[config.mk]
export PLATFORM = sky130hd
export DESIGN_NAME = north_bus_bridge
export DESIGN_NICKNAME = d
export VERILOG_FILES = /design/src/rtl/north_bus_bridge.sv
export SDC_FILE = /design/constraint.sdc
export NUM_CORES = 1
export LEC_CHECK = 0
export CAP_MARGIN = 0
export CORE_MARGIN = 2
export CORE_UTILIZATION = 40
export DETAILED_ROUTE_END_ITERATION = 12
export HOLD_SLACK_MARGIN = 0.15
export PLACE_DENSITY_LB_ADDON = 0.12
export RECOVER_POWER = 100
export SLEW_MARGIN = 15
export SYNTH_ARGS = -nofsm -noshare
export SYNTH_HDL_FRONTEND = slang
export SYNTH_SLANG_ARGS = --single-unit
[constraint.sdc]
create_clock -name clk -period 4.94 [get_ports clk]
set_input_delay 0.988 -clock clk [delete_from_list [all_inputs] [get_ports clk]]
set_output_delay 0.988 -clock clk [all_outputs]
set_load 0.01 [all_outputs]
[src/rtl/north_bus_bridge.sv]
// CPU-side to north-bus bridge: four-phase req/ack handshake with a synchronized ack,
// per-phase timeout abort, sticky error flag and a completed-transfer counter.
module north_bus_bridge #(
  parameter int unsigned  TIMEOUT  = 255,
  parameter logic [15:0]  ERR_DATA = 16'hDEAD
) (
  input  logic        clk,
  input  logic        rst,
  input  logic [31:0] addr,
  input  logic [15:0] wdata,
  input  logic        rd,
  input  logic        wr,
  output logic        rdy,
  output logic [15:0] rdata,
  output logic        n_req,
  output logic        n_we,
  output logic [23:0] n_addr,
  output logic [15:0] n_wdata,
  input  logic        n_ack,
  input  logic [15:0] n_rdata,
  output logic        bus_err,
  output logic [15:0] xfer_cnt
);

  typedef enum logic [1:0] {IDLE, REQ, REL, DONE} state_t;

  // Timeout fires on the edge that would take the counter to TIMEOUT.
  localparam logic [15:0] TLIM = 16'(TIMEOUT - 1);

  state_t      state, state_nxt;
  logic        ack_meta, ack_s;
  logic [15:0] tcnt;
  logic        tmo;
  logic        start, capture, abort_rd, set_err;
  logic        unused_addr;

  assign unused_addr = ^addr[31:24];
  assign tmo         = (tcnt == TLIM);
  assign rdy         = (state == DONE) || (state == IDLE && !rd && !wr);

  // n_ack is asynchronous to clk; only ack_s may be used downstream.
  always_ff @(posedge clk or negedge rst) begin
    if (!rst) begin
      ack_meta <= 1'b0;
      ack_s    <= 1'b0;
    end else begin
      ack_meta <= n_ack;
      ack_s    <= ack_meta;
    end
  end

  always_comb begin
    // NOTE: every output of this block gets a default first so no path infers a latch.
    state_nxt = state;
    start     = 1'b0;
    capture   = 1'b0;
    abort_rd  = 1'b0;
    set_err   = 1'b0;
    unique case (state)
      IDLE: if (rd || wr) begin
        start     = 1'b1;
        state_nxt = REQ;
      end
      REQ: if (ack_s) begin
        capture   = ~n_we;
        state_nxt = REL;
      end else if (tmo) begin
        set_err   = 1'b1;
        abort_rd  = ~n_we;
        state_nxt = REL;
      end
      REL: if (!ack_s) begin
        state_nxt = DONE;
      end else if (tmo) begin
        set_err   = 1'b1;
        state_nxt = DONE;
      end
      DONE:    state_nxt = IDLE;
      default: state_nxt = IDLE;
    endcase
  end

  // NOTE: sequential state uses non-blocking assignments so every flop samples pre-edge values.
  always_ff @(posedge clk or negedge rst) begin
    if (!rst) begin
      state    <= IDLE;
      n_req    <= 1'b0;
      n_we     <= 1'b0;
      n_addr   <= '0;
      n_wdata  <= '0;
      rdata    <= '0;
      bus_err  <= 1'b0;
      xfer_cnt <= '0;
      tcnt     <= '0;
    end else begin
      state <= state_nxt;
      n_req <= (state_nxt == REQ);

      if (state_nxt != state)
        tcnt <= '0;
      else if (state == REQ || state == REL)
        tcnt <= tcnt + 16'd1;

      if (start) begin
        n_addr  <= addr[23:0];
        n_wdata <= wdata;
        n_we    <= ~rd;
      end

      if (capture)
        rdata <= n_rdata;
      else if (abort_rd)
        rdata <= ERR_DATA;

      if (set_err)
        bus_err <= 1'b1;

      if (state == DONE)
        xfer_cnt <= xfer_cnt + 16'd1;
    end
  end

endmodule

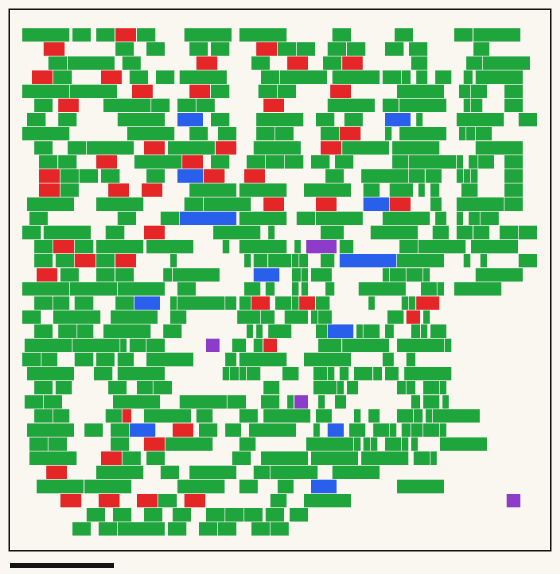
(images/drive_strength.png)
The bar under the picture is 20 um long.
[drive 2] red | cells: 47 | share: 10%
[drive 6 and up] blue | cells: 12 | share: 2.6%
[drive 3 to 4] purple | cells: 4 | share: 0.88%
[drive 1 or less] green | cells: 394 | share: 86%

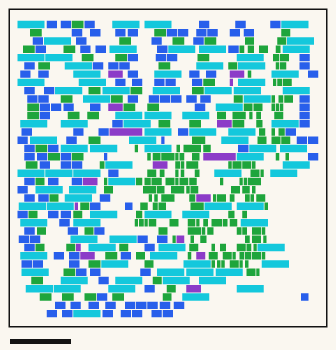
(images/cell_classes.png)
The bar under the picture is 20 um long.
[other buffers and delay cells] blue | cells: 139
[all other logic] green | cells: 207
[flip-flops] cyan | cells: 95
[clock drivers and dummy loads] purple | cells: 16
num rows: 36
share of the core filled with cells in the final layout: 58.6%
core outline area: 0.00973 mm2
Final Cell Area: 0.00570 mm2
sequential cell area share: 41.7%

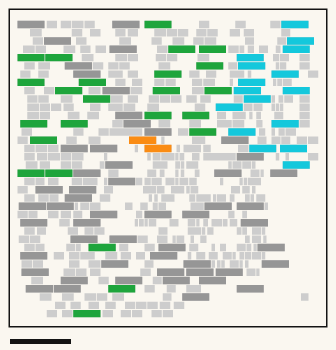
(images/registers.png)
The bar under the picture is 20 um long.
[`state`] orange | flops: 2
[`xfer_cnt`] cyan | flops: 16
[`n_addr`] green | flops: 24

==> impl.org <==
#+TITLE: Physical design notes

** Placed design
- For this run the detailed placement stage logged an HPWL of 6.29 mm.
- Number of placed cells counting well taps :: 574
- Logged for this run, the post-placement worst setup slack is 1.46 ns.

** Logic synthesis
- Yosys reports the multiplexer fraction of the synthesized area as a little under an eighth.
- Register area share after synthesis :: 59.3%
- Top post-synthesis cells by count :: sky130_fd_sc_hd__dfrtp_1, sky130_fd_sc_hd__mux2_2, sky130_fd_sc_hd__nor2_1
- The synthesis log from Yosys contains 0 warnings.
- For reference, the post-synthesis area per instance comes to 12.8 um2.

** Power
- The analysis attributes to cell leakage a power of ~2.5 nW.
- Clk. pwr :: about 0.55 mW

** Timing
- Final-report max-slew violation count :: 17
- Unrepaired setup endpoints after global routing :: no
- The final layout reports a setup TNS of 0 ns.
- The tightest hold path in the finished design has a slack of 0.362 ns.

** Worst setup path
- The number of buffers and inverters on the critical path is 2.
- Arrival time at the worst endpoint :: 2.66 ns
- Launching element type of the critical path :: input pin
- Cell seen most often among critical-path stages :: sky130_fd_sc_hd__dlygate4sd3_1
- The worst setup path is captured at an output pin.

** Cells and area
- Leaving out the clock tree, the finished layout contains an inverter count of 9.
- Max FFs per register :: 24
- Final net count :: about 530

** Outcome
- The flow ran to the end, but the final reports show violations.
- Failing checks :: max-capacitance violations, max-slew violations

** CTS
- Root buffer selected by CTS :: sky130_fd_sc_hd__clkbuf_8
- CTS added clock buffers totalling 9.

** Die
- Tap cell instance count :: 133

** Drt
- Avg WL per Cell :: 14.7 um
- The routed design uses 662 um of met3 wire.

** Run
- Across the run, the number of max-cap violations was 1.
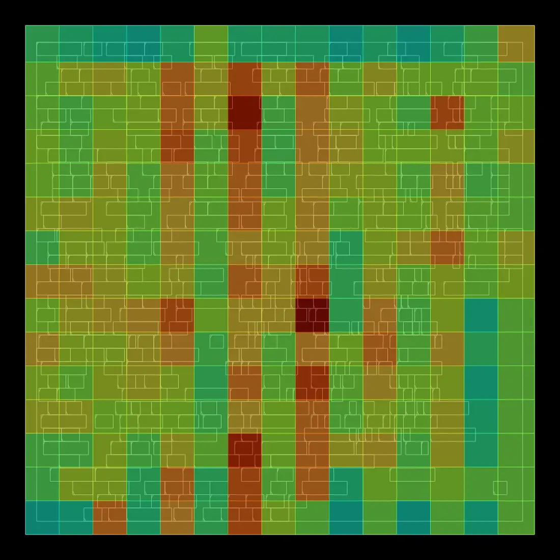
(images/final_congestion.png)
total track usage: 16.9%
global-route track usage on met1: 19.7%

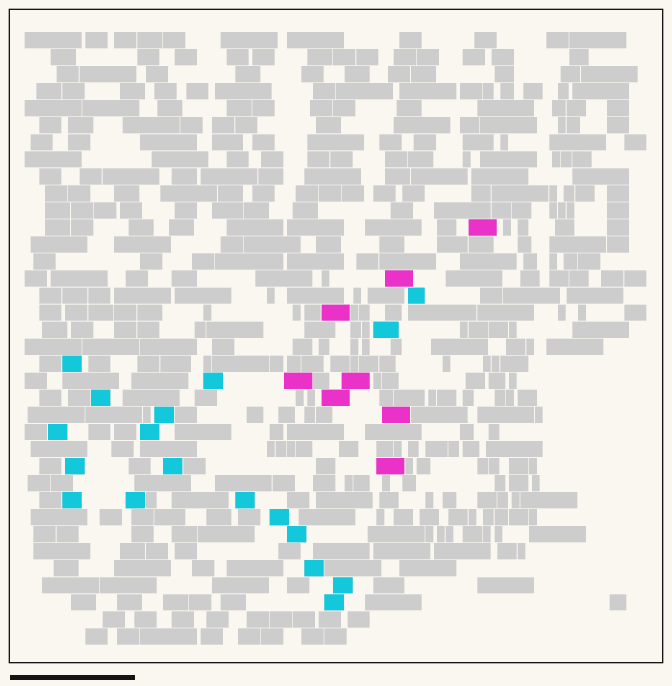
(images/gate_families.png)
The bar under the picture is 20 um long.
[AND-OR and OR-AND gates] cyan | cells: 18
[adder and majority cells] magenta | cells: 8 | where: centre

No activity file was given, so power comes from the tool's default toggle rates.
